Figure 1. Cell outlines without signal wires.
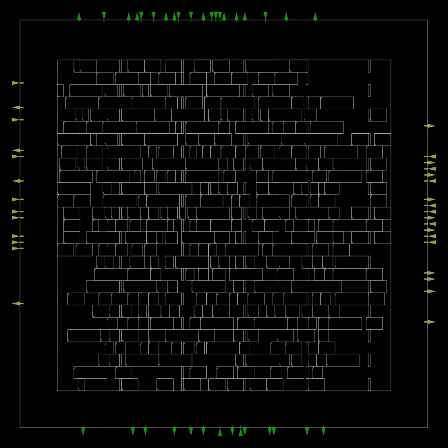
Figure 2. Register map, names as in the netlist.
Scale: 6 px per um. Other sequential cells in the stronger gray, the rest of the logic in the fainter gray.
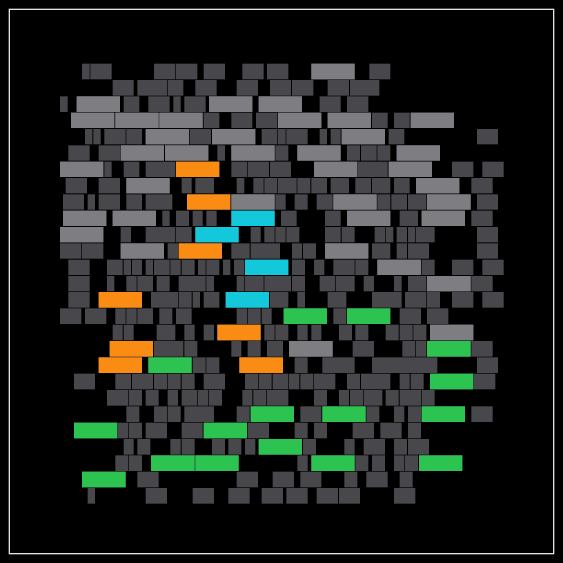
===== src/rtl/mul_seq_pkg.sv =====
// Shared definitions for the sequential shift-add multiplier:
// data widths, ALU opcode, FSM state encoding and the shift helper.
package mul_seq_pkg;

  localparam int DATA_W = 8;
  localparam int CNT_W  = 4;
  localparam int PROD_W = 2 * DATA_W;

  // Opcode of the external ALU that performs Y = A + B with carry-out
  localparam logic [2:0] ALU_OP_ADD = 3'b000;

  // Count value seen in the SHIFT state of the final iteration
  localparam logic [CNT_W-1:0] LAST_ITER = 4'd7;

  localparam logic [DATA_W-1:0] ZERO_D = {DATA_W{1'b0}};

  typedef enum logic [1:0] {
    ST_IDLE  = 2'b00,
    ST_ADD   = 2'b01,
    ST_SHIFT = 2'b10,
    ST_DONE  = 2'b11
  } state_e;

  // One logical right shift of the 17-bit {C,H,L} accumulator
  function automatic logic [PROD_W:0] shr17(input logic c,
                                            input logic [DATA_W-1:0] h,
                                            input logic [DATA_W-1:0] l);
    return {1'b0, c, h, l[DATA_W-1:1]};
  endfunction

endpackage


===== src/rtl/mul_seq_fsm.sv =====
// Sequencer for mul_seq: owns the IDLE/ADD/SHIFT/DONE state and the
// iteration counter. skip_req is only ever high when the top is built
// with MUL_SEQ_ZERO_SKIP_EN; it sends an accepted request straight to DONE.
module mul_seq_fsm
  import mul_seq_pkg::*;
(
  input  logic   clk,
  input  logic   rst_n,
  input  logic   start,
  input  logic   skip_req,
  output state_e state_r,
  output state_e nxt_state_s,
  output logic   accept_s,
  output logic   skip_s,
  output logic   busy_r,
  output logic   done_r
);

  logic [CNT_W-1:0] cnt_r;
  logic [CNT_W-1:0] nxt_cnt_s;

  // Next-state, counter update and request acceptance
  always_comb begin
    nxt_state_s = state_r;
    nxt_cnt_s   = cnt_r;
    accept_s    = 1'b0;
    skip_s      = 1'b0;
    case (state_r)
      ST_IDLE, ST_DONE: begin
        if (start) begin
          accept_s  = 1'b1;
          nxt_cnt_s = 4'd0;
          if (skip_req) begin
            skip_s      = 1'b1;
            nxt_state_s = ST_DONE;
          end else begin
            nxt_state_s = ST_ADD;
          end
        end else begin
          nxt_state_s = ST_IDLE;
        end
      end
      ST_ADD: begin
        nxt_state_s = ST_SHIFT;
      end
      ST_SHIFT: begin
        nxt_cnt_s = cnt_r + 4'd1;
        if (cnt_r == LAST_ITER) begin
          nxt_state_s = ST_DONE;
        end else begin
          nxt_state_s = ST_ADD;
        end
      end
      default: begin
        nxt_state_s = ST_IDLE;
      end
    endcase
  end

  // State, counter and registered BUSY/DONE flags
  always_ff @(posedge clk) begin
    if (!rst_n) begin
      state_r <= ST_IDLE;
      cnt_r   <= 4'd0;
      busy_r  <= 1'b0;
      done_r  <= 1'b0;
    end else begin
      state_r <= nxt_state_s;
      cnt_r   <= nxt_cnt_s;
      busy_r  <= (nxt_state_s == ST_ADD) || (nxt_state_s == ST_SHIFT);
      done_r  <= (nxt_state_s == ST_DONE);
    end
  end

endmodule


===== src/rtl/mul_seq.sv =====
// mul_seq: 8x8 unsigned shift-add multiplier using an external ALU for
// the additions. Eight ADD/SHIFT iterations, DONE pulses 17 cycles after
// START is accepted; PROD holds until the next result lands.
// Optional build macro MUL_SEQ_ZERO_SKIP_EN: a request with a zero operand
// completes in one cycle with PROD=0 instead of iterating.
module mul_seq
  import mul_seq_pkg::*;
(
  input  logic              CLK,
  input  logic              RST_N,
  input  logic              START,
  input  logic [DATA_W-1:0] MCAND,
  input  logic [DATA_W-1:0] MPLIER,
  output logic              BUSY,
  output logic              DONE,
  output logic [PROD_W-1:0] PROD,
  output logic [DATA_W-1:0] ALU_A,
  output logic [DATA_W-1:0] ALU_B,
  output logic [2:0]        ALU_OP,
  input  logic [DATA_W-1:0] ALU_Y,
  input  logic              ALU_CO
);

  state_e state_r;
  state_e nxt_state_s;
  logic   accept_s;
  logic   skip_s;
  logic   skip_req_s;
  logic   busy_r;
  logic   done_r;

  logic [DATA_W-1:0] m_r, h_r, l_r;
  logic              c_r;
  logic [PROD_W-1:0] prod_r;
  logic [DATA_W-1:0] m_nx_s, h_nx_s, l_nx_s;
  logic              c_nx_s;
  logic [PROD_W-1:0] prod_nx_s;
  logic [PROD_W:0]   shift_s;

  logic [DATA_W-1:0] alu_a_r, alu_b_r;
  logic [DATA_W-1:0] alu_a_nx_s, alu_b_nx_s;

`ifdef MUL_SEQ_ZERO_SKIP_EN
  assign skip_req_s = (MCAND == ZERO_D) || (MPLIER == ZERO_D);
`else
  assign skip_req_s = 1'b0;
`endif

  mul_seq_fsm u_fsm (
    .clk         (CLK),
    .rst_n       (RST_N),
    .start       (START),
    .skip_req    (skip_req_s),
    .state_r     (state_r),
    .nxt_state_s (nxt_state_s),
    .accept_s    (accept_s),
    .skip_s      (skip_s),
    .busy_r      (busy_r),
    .done_r      (done_r)
  );

  // Datapath next values: load on accept, accumulate in ADD, shift in SHIFT
  always_comb begin
    m_nx_s    = m_r;
    h_nx_s    = h_r;
    l_nx_s    = l_r;
    c_nx_s    = c_r;
    prod_nx_s = prod_r;
    shift_s   = shr17(c_r, h_r, l_r);
    case (state_r)
      ST_IDLE, ST_DONE: begin
        if (accept_s) begin
          m_nx_s = MCAND;
          l_nx_s = MPLIER;
          h_nx_s = ZERO_D;
          c_nx_s = 1'b0;
          if (skip_s) begin
            prod_nx_s = {PROD_W{1'b0}};
          end else begin
            prod_nx_s = prod_r;
          end
        end else begin
          m_nx_s = m_r;
        end
      end
      ST_ADD: begin
        h_nx_s = ALU_Y;
        c_nx_s = ALU_CO;
      end
      ST_SHIFT: begin
        {c_nx_s, h_nx_s, l_nx_s} = shift_s;
        // The final shift leaves the full product in {H,L}
        if (nxt_state_s == ST_DONE) begin
          prod_nx_s = shift_s[PROD_W-1:0];
        end else begin
          prod_nx_s = prod_r;
        end
      end
      default: begin
        m_nx_s = m_r;
      end
    endcase
  end

  // ALU operands are registered one cycle ahead so they are valid throughout ADD
  always_comb begin
    alu_a_nx_s = ZERO_D;
    alu_b_nx_s = ZERO_D;
    if (nxt_state_s == ST_ADD) begin
      alu_a_nx_s = h_nx_s;
      if (l_nx_s[0]) begin
        alu_b_nx_s = m_nx_s;
      end else begin
        alu_b_nx_s = ZERO_D;
      end
    end else begin
      alu_a_nx_s = ZERO_D;
      alu_b_nx_s = ZERO_D;
    end
  end

  // Datapath, product and ALU operand registers
  always_ff @(posedge CLK) begin
    if (!RST_N) begin
      m_r     <= ZERO_D;
      h_r     <= ZERO_D;
      l_r     <= ZERO_D;
      c_r     <= 1'b0;
      prod_r  <= {PROD_W{1'b0}};
      alu_a_r <= ZERO_D;
      alu_b_r <= ZERO_D;
    end else begin
      m_r     <= m_nx_s;
      h_r     <= h_nx_s;
      l_r     <= l_nx_s;
      c_r     <= c_nx_s;
      prod_r  <= prod_nx_s;
      alu_a_r <= alu_a_nx_s;
      alu_b_r <= alu_b_nx_s;
    end
  end

  assign BUSY   = busy_r;
  assign DONE   = done_r;
  assign PROD   = prod_r;
  assign ALU_A  = alu_a_r;
  assign ALU_B  = alu_b_r;
  assign ALU_OP = ALU_OP_ADD;

endmodule


===== config.mk =====
export PLATFORM = sky130hd
export DESIGN_NAME = mul_seq
export DESIGN_NICKNAME = d
export VERILOG_FILES = /design/src/rtl/mul_seq_pkg.sv /design/src/rtl/mul_seq_fsm.sv /design/src/rtl/mul_seq.sv
export SDC_FILE = /design/constraint.sdc
export NUM_CORES = 1
export LEC_CHECK = 0
export CAP_MARGIN = 20
export CORE_MARGIN = 8
export CORE_UTILIZATION = 54
export CTS_CLUSTER_SIZE = 20
export DETAILED_ROUTE_END_ITERATION = 7
export MAX_ROUTING_LAYER = met4
export PLACE_DENSITY = 0.83
export SYNTH_ARGS = -nofsm -noshare
export SYNTH_HDL_FRONTEND = slang
export SYNTH_SLANG_ARGS = --single-unit

===== constraint.sdc =====
create_clock -name CLK -period 4.6 [get_ports CLK]
set_clock_uncertainty 0.05 [all_clocks]
set_input_delay 0.69 -clock CLK [delete_from_list [all_inputs] [get_ports CLK]]
set_output_delay 0.69 -clock CLK [all_outputs]
set_load 0.02 [all_outputs]

==> out/highlights.md <==
### Worst hold path
• **Worst Hold Endpoint** m_r[3]$_SDFF_PN0_
• **Hold Path Origin** m_r[3]$_SDFF_PN0_
• **classification of the worst-slack hold path** reg2reg
• **number of stages on the worst hold path** 2

### Synth
• **Adders+Majority by Area** 1.67%
• **mean instance size in the synthesized netlist** 9.36 sq um
• **summed standard-cell area reported by yosys** 3000 sq um
• **post-synthesis compound-gate area fraction** 12.8%
• **Mux area share** 2.67%
• **instance tally after logic synthesis** 320
• **post-synthesis sequential area ratio** 43.4%
• **most numerous cell in the Yosys netlist** sky130_fd_sc_hd__dfxtp_1
• **most area-hungry cell type in the Yosys netlist** sky130_fd_sc_hd__dfxtp_1
• **top post-synthesis cells by area** sky130_fd_sc_hd__dfxtp_1 (43%), sky130_fd_sc_hd__nand4_1 (10%), sky130_fd_sc_hd__or4b_1 (5.3%), sky130_fd_sc_hd__nand3_1 (4.7%), sky130_fd_sc_hd__a211oi_1 (4.5%)
• **cell count listed in synth_stat.txt** 320
• **Synth flops** 65
• **largest non-sequential cell family by area** simple AND/OR/NAND/NOR gates
• **Yosys warning count** 0
• **commonest cells in the synthesized netlist** sky130_fd_sc_hd__dfxtp_1 (65), sky130_fd_sc_hd__nand4_1 (49), sky130_fd_sc_hd__nand3_1 (28)
• **asr flop ratio synth** 0%
• **top cell type's share of synthesized area** 43.4%
• **number of different library cells in the post-synthesis netlist** 37
• **number of enable flip-flop cells** 0
• **most common flop cell mapped by yosys** sky130_fd_sc_hd__dfxtp_1
• **simple logic cell fraction of the synthesized area** 29.4%

### Cells and area
• **most frequent logic cell in the layout** sky130_fd_sc_hd__dfxtp_1
• **largest cell class by area** multi-input combinational cells
• **Layout clock buffers** 10
• **antenna fix cells** 0
• **combinational cell area excluding buffers and inverters** 1410 sq um
• **Multi-input comb cells** 211
• **final standard cell area without fillers** 3680 sq um
• **count of plain and timing-repair buffers** 66
• **relative area of non-clock buffer cells in the final design** 17.8%
• **max reg flops** 16
• **top logic cells by instance count in the layout** sky130_fd_sc_hd__dfxtp_1 (65), sky130_fd_sc_hd__clkdlybuf4s50_1 (61), sky130_fd_sc_hd__nand4_1 (49), sky130_fd_sc_hd__nand3_1 (28), sky130_fd_sc_hd__a211oi_1 (18)
• **number of fill cells** 451
• **growth of design area from synthesis to finish** 22.9%
• **number of nets in the layout** 391
• **fraction of layout instances using a drive strength above 1** 7.42%

### GRT
• **met1 Track Usage GR** 22.7%
• **antenna violations before repair** 0
• **Global Route met3 Usage** 3.82%
• **most used routing layer** met2
• **met2 track utilization from global routing** 28.2%
• **via count of the first global-routing pass** 2,558
• **Congestion Overflow GR** 0
• **maximum number of pins on one net before global-route repair** 58
• **GRT Overall Usage** 18.8%
• **global-route wire length before repair** 12,400 um

### Power and ir drop
• **worst-case vdd ir drop** 0.000256 V
• **combinational share of power** 10.6%
• **Power Internal** 903 uW
• **power group with the largest share** sequential cells
• **power per unit of standard cell area** 332 nW/um^2
• **total clock network power** 496 uW
• **leakage power of the design** 0.00133 uW
• **switching power as a share of total power** 26.1%
• **total net switching power** 320 uW
• **sequential power share** 48.8%

### CTS
• **count of buffers added by post-CTS timing repair for setup** 0
• **CTS tree** yes
• **Max H-tree Level** 3
• **root buffer selected by CTS** sky130_fd_sc_hd__clkbuf_8
• **cts bufs inserted** 9
• **number of gates given a new drive strength after cts** 0
• **clock latency reported for the late side of the worst-skew pair** 0.34 ns
• **largest buffer count on any clock path** 2
• **clock sinks** 65

### Drt
• **per-cell routed wire length** 16.9 um
• **detailed-route via count** 2,658
• **ANT nets after route** 0
• **DR DRC count** 0
• **DR iter-0 viols** 223
• **detailed-routed wire length on met2** 3560 um
• **routed via count divided by cell count** 6.10
• **number of detailed-route iterations in the first pass** 6
• **Routed Wire Length** 7390 um
• **routed length on met1** 3230 um
• **met3 layer wire length in the routed design** 332 um

### Place
• **count of placed standard cells including taps** 419
• **Setup WS pre-CTS** 1.49 ns
• **last weighted congestion value of the routability-driven placer** 0.888
• **number of port buffers** 61
• **sum of net half-perimeters after detailed placement** 4740 um

### Critical path
• **R2R Path End** ALU_B[6]$_SDFF_PN0_
• **termination of the worst setup path** ALU_B[6]$_SDFF_PN0_
• **Crit Path Max Fanout** 36
• **Crit path depth** 7
• **dominant delay contributor by cell family on the critical path** adder cells
• **kind of critical path** reg2reg
• **count of cells along the worst register-to-register path** 7
• **cell breakdown of the critical path** inv_1 -> ha_1 -> nand2_2 -> nand2_1 -> ha_1 -> nand2_1 -> a211oi_1
• **Critical Path Sink Type** flip-flop
• **worst r2r src** u_fsm.state_r[0]$_SDFF_PN0_
• **startpoint type of the worst setup path** flip-flop
• **worst reg2reg setup slack** 1.46 ns
• **Critical Path AT** 3.35 ns
• **buffer-and-inverter tally for the worst setup path** 1

### Timing
• **final-layout worst hold slack** 0.449 ns
• **pin slew with the least headroom to its limit** 1.05 ns
• **TNS Setup** 0 ns
• **crit path setup slack, layout** 1.46 ns
• **setup repair after global routing missed its margin** false
• **final slew viol count** 0
• **Slew Limit Headroom** 29.9%
• **min Tclk post-route** 3.14 ns
• **peak clock frequency supported by timing** 0.318 GHz

### Die
• **total number of placement rows** 27
• **y dimension of the die** 90.5 um
• **# IOs** 65
• **floorplan-stage core utilization** 55.1%
• **die x size** 90.5 um
• **chip area** 8190 sq um

### Run status
• **run status** complete, no violations

### Flow run
• **# Max-Cap Violations** 0
• **tool warnings** 27

About Figure 1:
core area: 5440 sq um
number of cells in the finished layout apart from fillers: 436
number of tap cells inserted: 72
Seq cells: 65

About Figure 2:
legend:
  orange:
    netlist_name: `l_r`
    flops: 8
  cyan:
    netlist_name: `u_fsm.cnt_r`
    flops: 4
    where: center
  green:
    netlist_name: `PROD`
    flops: 16
not colored: 37
Sequential Area: 1300 sq um
Seq power: 597 uW
fraction of the core area covered by cells at the end of the flow: 67.7%
register fraction of the total cell area: 35.3%

Power and IR drop assume default switching activity.
